File: config.mk
export PLATFORM = sky130hd
export DESIGN_NAME = param_sync_fifo
export DESIGN_NICKNAME = d
export VERILOG_FILES = /design/src/rtl/fifo_pkg.sv /design/src/rtl/fifo_mem.sv /design/src/rtl/param_sync_fifo.sv
export SDC_FILE = /design/constraint.sdc
export NUM_CORES = 1
export LEC_CHECK = 0
export CORE_ASPECT_RATIO = 0.5
export CORE_MARGIN = 4
export CORE_UTILIZATION = 45
export CTS_CLUSTER_DIAMETER = 50
export DETAILED_ROUTE_END_ITERATION = 8
export PLACE_DENSITY_LB_ADDON = 0.25
export SYNTH_ARGS = -nofsm -noshare
export SYNTH_HDL_FRONTEND = slang
export SYNTH_SLANG_ARGS = --single-unit
File: constraint.sdc
create_clock -name clk -period 4.26 [get_ports clk]
set_input_delay 0.639 -clock clk [delete_from_list [all_inputs] [get_ports clk]]
set_output_delay 0.639 -clock clk [all_outputs]
set_load 0.02 [all_outputs]
File: src/rtl/fifo_pkg.sv
// Shared helpers for the parametrised synchronous FIFO.
// Width functions and the read-mode enum.
package fifo_pkg;

  typedef enum logic {
    STD  = 1'b0,
    FWFT = 1'b1
  } fifo_mode_e;

  function automatic int cnt_w(input int depth);
    return $clog2(depth + 1);
  endfunction

  function automatic int ptr_w(input int depth);
    return (depth < 2) ? 1 : $clog2(depth);
  endfunction

endpackage

File: src/rtl/fifo_mem.sv
// Simple dual-port storage: synchronous write port,
// asynchronous read port. Contents are never reset.
module fifo_mem #(
  parameter int DW    = 8,
  parameter int DEPTH = 8,
  parameter int AW    = 3
) (
  input  logic          clk,
  input  logic          we,
  input  logic [AW-1:0] waddr,
  input  logic [DW-1:0] wdata,
  input  logic [AW-1:0] raddr,
  output logic [DW-1:0] rdata
);

  logic [DW-1:0] mem_q [DEPTH];

  always_ff @(posedge clk) begin
    if (we) mem_q[waddr] <= wdata;
  end

  assign rdata = mem_q[raddr];

endmodule

File: src/rtl/param_sync_fifo.sv
// Single-clock FIFO with count, almost flags, error
// pulses and selectable standard / FWFT read mode.
module param_sync_fifo #(
  parameter int DEPTH         = 8,
  parameter int DATA_WIDTH    = 8,
  parameter int AFULL_THRESH  = DEPTH - 1,
  parameter int AEMPTY_THRESH = 1,
  parameter int FWFT          = 0
) (
  input  logic                              clk,
  input  logic                              rst,
  input  logic                              w_en,
  input  logic                              r_en,
  input  logic [DATA_WIDTH-1:0]             data_in,
  output logic [DATA_WIDTH-1:0]             data_out,
  output logic                              full,
  output logic                              empty,
  output logic                              almost_full,
  output logic                              almost_empty,
  output logic [fifo_pkg::cnt_w(DEPTH)-1:0] count,
  output logic                              overflow,
  output logic                              underflow
);
  import fifo_pkg::*;

  localparam int CW = cnt_w(DEPTH);
  localparam int PW = ptr_w(DEPTH);
  localparam fifo_mode_e Mode =
    (FWFT != 0) ? fifo_pkg::FWFT : STD;

  localparam logic [CW-1:0] DepthC = CW'(DEPTH);
  localparam logic [CW-1:0] AfC    = CW'(AFULL_THRESH);
  localparam logic [CW-1:0] AeC    = CW'(AEMPTY_THRESH);
  localparam logic [PW-1:0] LastP  = PW'(DEPTH - 1);

  logic [PW-1:0] wr_ptr_q, wr_ptr_d;
  logic [PW-1:0] rd_ptr_q, rd_ptr_d;
  logic [CW-1:0] count_q, count_d;
  logic          ovf_q, unf_q;
  logic          wr_acc, rd_acc;
  logic [DATA_WIDTH-1:0] rdata;

  // Flags come straight from the count register.
  assign full         = (count_q == DepthC);
  assign empty        = (count_q == '0);
  assign almost_full  = (count_q >= AfC);
  assign almost_empty = (count_q <= AeC);
  assign count        = count_q;
  assign overflow     = ovf_q;
  assign underflow    = unf_q;

  assign wr_acc = w_en & ~full;
  assign rd_acc = r_en & ~empty;

  always_comb begin
    wr_ptr_d = wr_ptr_q;
    rd_ptr_d = rd_ptr_q;
    count_d  = count_q;
    if (wr_acc)
      wr_ptr_d = (wr_ptr_q == LastP) ? '0
               : wr_ptr_q + PW'(1);
    if (rd_acc)
      rd_ptr_d = (rd_ptr_q == LastP) ? '0
               : rd_ptr_q + PW'(1);
    unique case ({wr_acc, rd_acc})
      2'b10:   count_d = count_q + CW'(1);
      2'b01:   count_d = count_q - CW'(1);
      default: count_d = count_q;
    endcase
  end

  always_ff @(posedge clk) begin
    if (rst) begin
      wr_ptr_q <= '0;
      rd_ptr_q <= '0;
      count_q  <= '0;
      ovf_q    <= 1'b0;
      unf_q    <= 1'b0;
    end else begin
      wr_ptr_q <= wr_ptr_d;
      rd_ptr_q <= rd_ptr_d;
      count_q  <= count_d;
      ovf_q    <= w_en & full;
      unf_q    <= r_en & empty;
    end
  end

  fifo_mem #(
    .DW    (DATA_WIDTH),
    .DEPTH (DEPTH),
    .AW    (PW)
  ) u_mem (
    .clk   (clk),
    .we    (wr_acc),
    .waddr (wr_ptr_q),
    .wdata (data_in),
    .raddr (rd_ptr_q),
    .rdata (rdata)
  );

  if (Mode == STD) begin : g_std
    logic [DATA_WIDTH-1:0] dout_q;

    always_ff @(posedge clk) begin
      if (rst)         dout_q <= '0;
      else if (rd_acc) dout_q <= rdata;
    end

    assign data_out = dout_q;
  end else begin : g_fwft
    assign data_out = empty ? '0 : rdata;
  end

endmodule

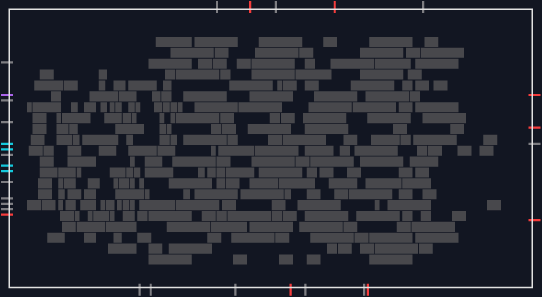
(run_1/pinout.png)
Scale: 4 px per um. Pins as bars across the die edge, other pins in gray.
- `data_out`: red (pins 8; direction output; edge 3 right, 2 top, 2 bottom, 1 left)
- `count`: cyan (pins 4; direction output; edge left)
- `overflow`: purple (pins 1; direction output; edge left)
- all pins by edge: 14 left, 7 bottom, 5 top, 4 right
number of port buffers: 29
chip height: 69.2 um
Die W: 130 um

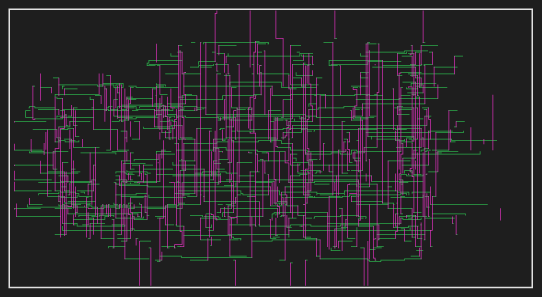
(run_1/layers.png)
Scale: 4 px per um. Only two layers are drawn.
- M2: magenta (wire length 3070 um)
- M1: green (wire length 2820 um)

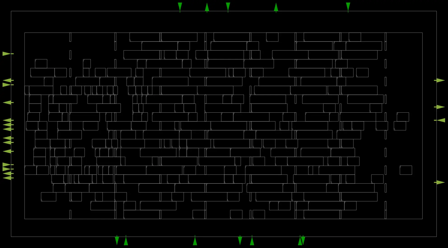
(run_1/placed.png)
n_taps: 92
core area: 6960 sq um

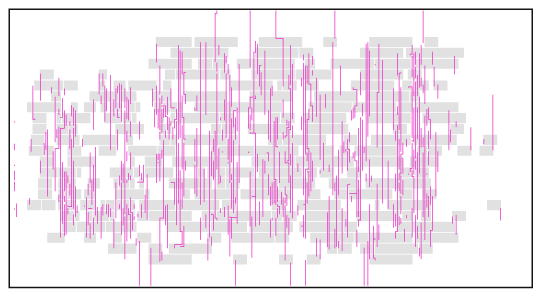
(run_1/m2.png)
Scale: 4 px per um.
- wire length on this layer: 3070 um
- longest straight run: 40.5 um
- share of all routed wire: 48%
- main direction: vertical
total number of vias: 1966
met2 global-route usage: 0.234
drt total wl: 6.37 mm

==> flow_summary.yaml, run 1 <==
# flow metrics
clock_network:
  cts-htree-levels: 3
final_timing:
  finalCriticalPeriod_ps: 2820
  hold_viol_final: 0
  maxSlewViolCount: 0
power_and_ir_drop:
  sw_frac_of_total: 0.290
  power_switching_uw: 655
  power_leader: "sequential cells"
  p_comb_frac: 0.229
  powerClk_uw: 689
synth:
  async_reset_ff_frac: 0
  synth.cell_area_sq_um: 3370
  ys_warn_count: 0
  ys_cells: 223
worst_setup_path:
  end_kind: "output pin"
  path_cells: "inv_1, ha_1, or3b_4, inv_1, clkdlybuf4s50_1"
final_layout:
  utilization: 0.577
job:
  drv_cap: 0
route:
  wl_per_cell_um: 18.0
  dr.pass1.iters: 4
die:
  chip_area_sq_um: 9020
placed_design:
  place_congestion: 0.753
  placed_area_sq_um: 3750
min_path:
  min_path_cells: 1
  hp-class: "flop to flop"
outcome:
  outcome: "completed"
[run 1: path summary, 6_finish.rpt]
path / from / endpoint / slack [ps]
worst min-delay path: data_out[6]$_SDFFE_PP0P_ / data_out[6]$_SDFFE_PP0P_ / 470
worst min register to register: data_out[6]$_SDFFE_PP0P_ / data_out[6]$_SDFFE_PP0P_ / 470
worst max register to register: count[0]$_SDFFE_PP0P_ / u_mem.mem_q[6][2]$_DFFE_PP_ / 1720
worst max-delay path: count[1]$_SDFFE_PP0P_ / empty / 1440
[run 1: cell type report]
class | instances | area, sq um | share of cell area
flip-flops and latches | 84 | 2320 | 0.579
multi-input cells | 126 | 986 | 0.245
repair buffers | 31 | 305 | 0.0760
clock buffers | 10 | 229 | 0.0570
well taps | 92 | 115 | 0.0287
clock inverters | 6 | 38.8 | 0.00966
inverters | 5 | 18.8 | 0.00467
[run 1: routing by layer]
metal  up-vias  GRT usage
met5         -          0
met4         0     0.0536
met1       973      0.189
met3        10     0.0646
li1        934          -
met2        49      0.234
[run 1: registers in the layout, summed over array words and instances (netlist names)]
signal,count
u_mem.mem_q,64
underflow,1
overflow,1
wr_ptr_q,3
data_out,8
rd_ptr_q,3
count,4
[run 1: worst register-to-register path: cells and delay by family, from the launching register on]
kind / cells / cell delay (ps)
AND/OR/NAND/NOR: 3 / 1340
flip-flops: 1 / 470
adder cells (fa/ha/maj): 1 / 250
buffers and inverters: 1 / 80
[run 1: logic make-up after synthesis]
kind of cell	count (synthesis)	share of synthesized area
flops	84	0.689
simple gates	48	0.0817
compound gates	34	0.0754
mux	33	0.0980
buf+inv	13	0.0182
fa+ha+maj	8	0.0297
xor+xnor	3	0.00780
==> run_1/closeup.png <==
Region (45, 15) to (85, 55) um. Cells in gray, sequential cells in the stronger gray; small squares are vias.
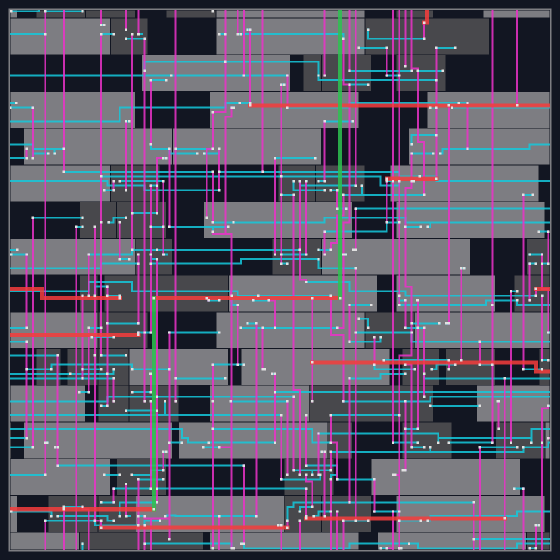

==> run 2: changes to the inputs <==
==> constraint.sdc (replaced) <==
create_clock -name clk -period 2.3 [get_ports clk]
set_input_delay 0.345 -clock clk [delete_from_list [all_inputs] [get_ports clk]]
set_output_delay 0.345 -clock clk [all_outputs]
set_load 0.02 [all_outputs]
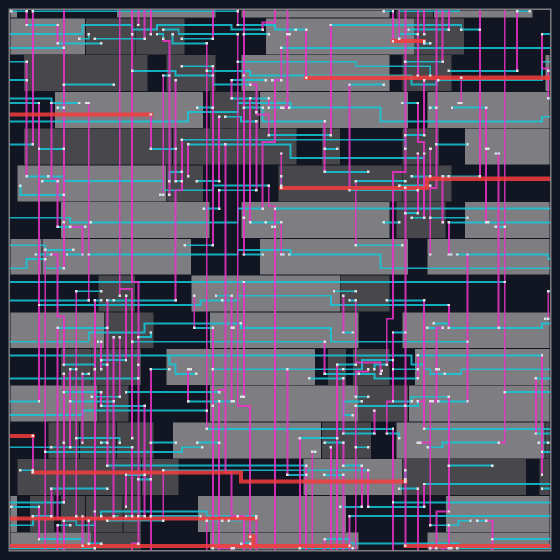
(run_2/closeup.png)
Region (45, 15) to (85, 55) um. Cells in gray, sequential cells in the stronger gray; small squares are vias.
- M3: red
- M2: magenta
- M1: cyan
- cells with their middle in the window: 63
- netlist names of flops here include: `u_mem.mem_q` (27), `data_out` (1)
- most frequent: edfxtp_1 (27), mux2i_1 (11)
- sequential cells in the window: 28

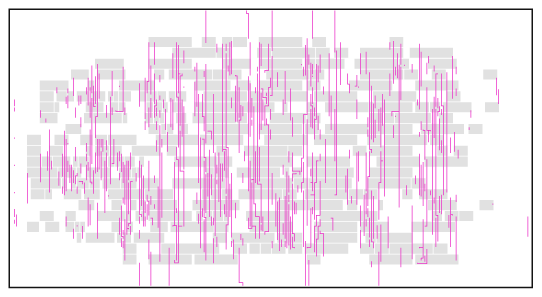
(run_2/m2.png)
Scale: 4 px per um.
- nets with wire on the layer: 243
- main direction: vertical
drt total wl: 6.75 mm
total number of vias: 1994

==> flow_summary.yaml, run 2 <==
# flow metrics
synth:
  synth.cell_area_sq_um: 3370
  ys_cells: 223
  async_reset_ff_frac: 0
  ys_warn_count: 0
job:
  drv_cap: 0
placed_design:
  place_congestion: 0.810
  numPortBuffers: 29
  placed_area_sq_um: 3860
route:
  wl_per_cell_um: 18.3
final_layout:
  utilization: 0.595
  largest_reg_flops: 64
  regMostFlops: "u_mem.mem_q"
die:
  chip_area_sq_um: 9020
  core_sq_um: 6960
  die_x_um: 130
clock_network:
  cts-htree-levels: 3
final_timing:
  maxSlewViolCount: 0
  hold_viol_final: 0
outcome:
  outcome: "completed"
worst_setup_path:
  end_kind: "output pin"
  r2r_slack_ps: 130
min_path:
  hp-class: "flop to flop"
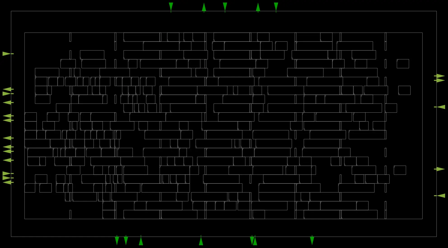
(run_2/placed.png)
flop count: 84
row count: 21
sequential cell area share: 0.561
fin cells: 368

## run 2: cell counts after synthesis
Identical to the previous run, type by type.
## run 2: cell families after synthesis
kind of cell / after synthesis / share of synthesized area
flip-flops: 84 / 0.689
multiplexers: 33 / 0.0980
AND/OR/NAND/NOR: 48 / 0.0817
XOR/XNOR: 3 / 0.00780
AND-OR/OR-AND: 34 / 0.0754
buffers and inverters: 13 / 0.0182
adder cells (fa/ha/maj): 8 / 0.0297
## run 2: per-layer routing
layer / GRT usage / wire length, um
met2: 0.234 / 3060
met1: 0.225 / 3220
met3: 0.0615 / 427
met4: 0.0410 / 35
met5: 0 / 0
## run 2: path summary, 6_finish.rpt
path         depth (start not counted)                        to                     start
max                                  6              almost_empty     count[1]$_SDFFE_PP0P_
max reg2reg                         10     count[2]$_SDFFE_PP0P_     count[1]$_SDFFE_PP0P_
min                                  1  data_out[2]$_SDFFE_PP0P_  data_out[2]$_SDFFE_PP0P_
min reg2reg                          1  data_out[2]$_SDFFE_PP0P_  data_out[2]$_SDFFE_PP0P_
## run 2: worst max-delay path, delay by kind of cell, from the launching register on
kind / cells / cell delay (ps)
DFF: 1 / 340
and+or+nand+nor: 2 / 160
buffers and inverters: 3 / 840
adders and majority gates: 1 / 160
## run 2: report_power, final
group	total (mW)	switching (mW)	internal, mW
logic	1.09	0.583	0.509
registers	1.84	0.0841	1.75
clock network	1.37	0.530	0.837
## run 2: layout make-up
class | instances | area, sq um | share of cell area
Tap cell | 92 | 115 | 0.0278
Inverter | 5 | 18.8 | 0.00453
Clock buffer | 11 | 233 | 0.0561
Sequential cell | 84 | 2330 | 0.561
Timing Repair Buffer | 45 | 412 | 0.0993
Multi-Input combinational cell | 126 | 986 | 0.238
Clock inverter | 5 | 55.1 | 0.0133
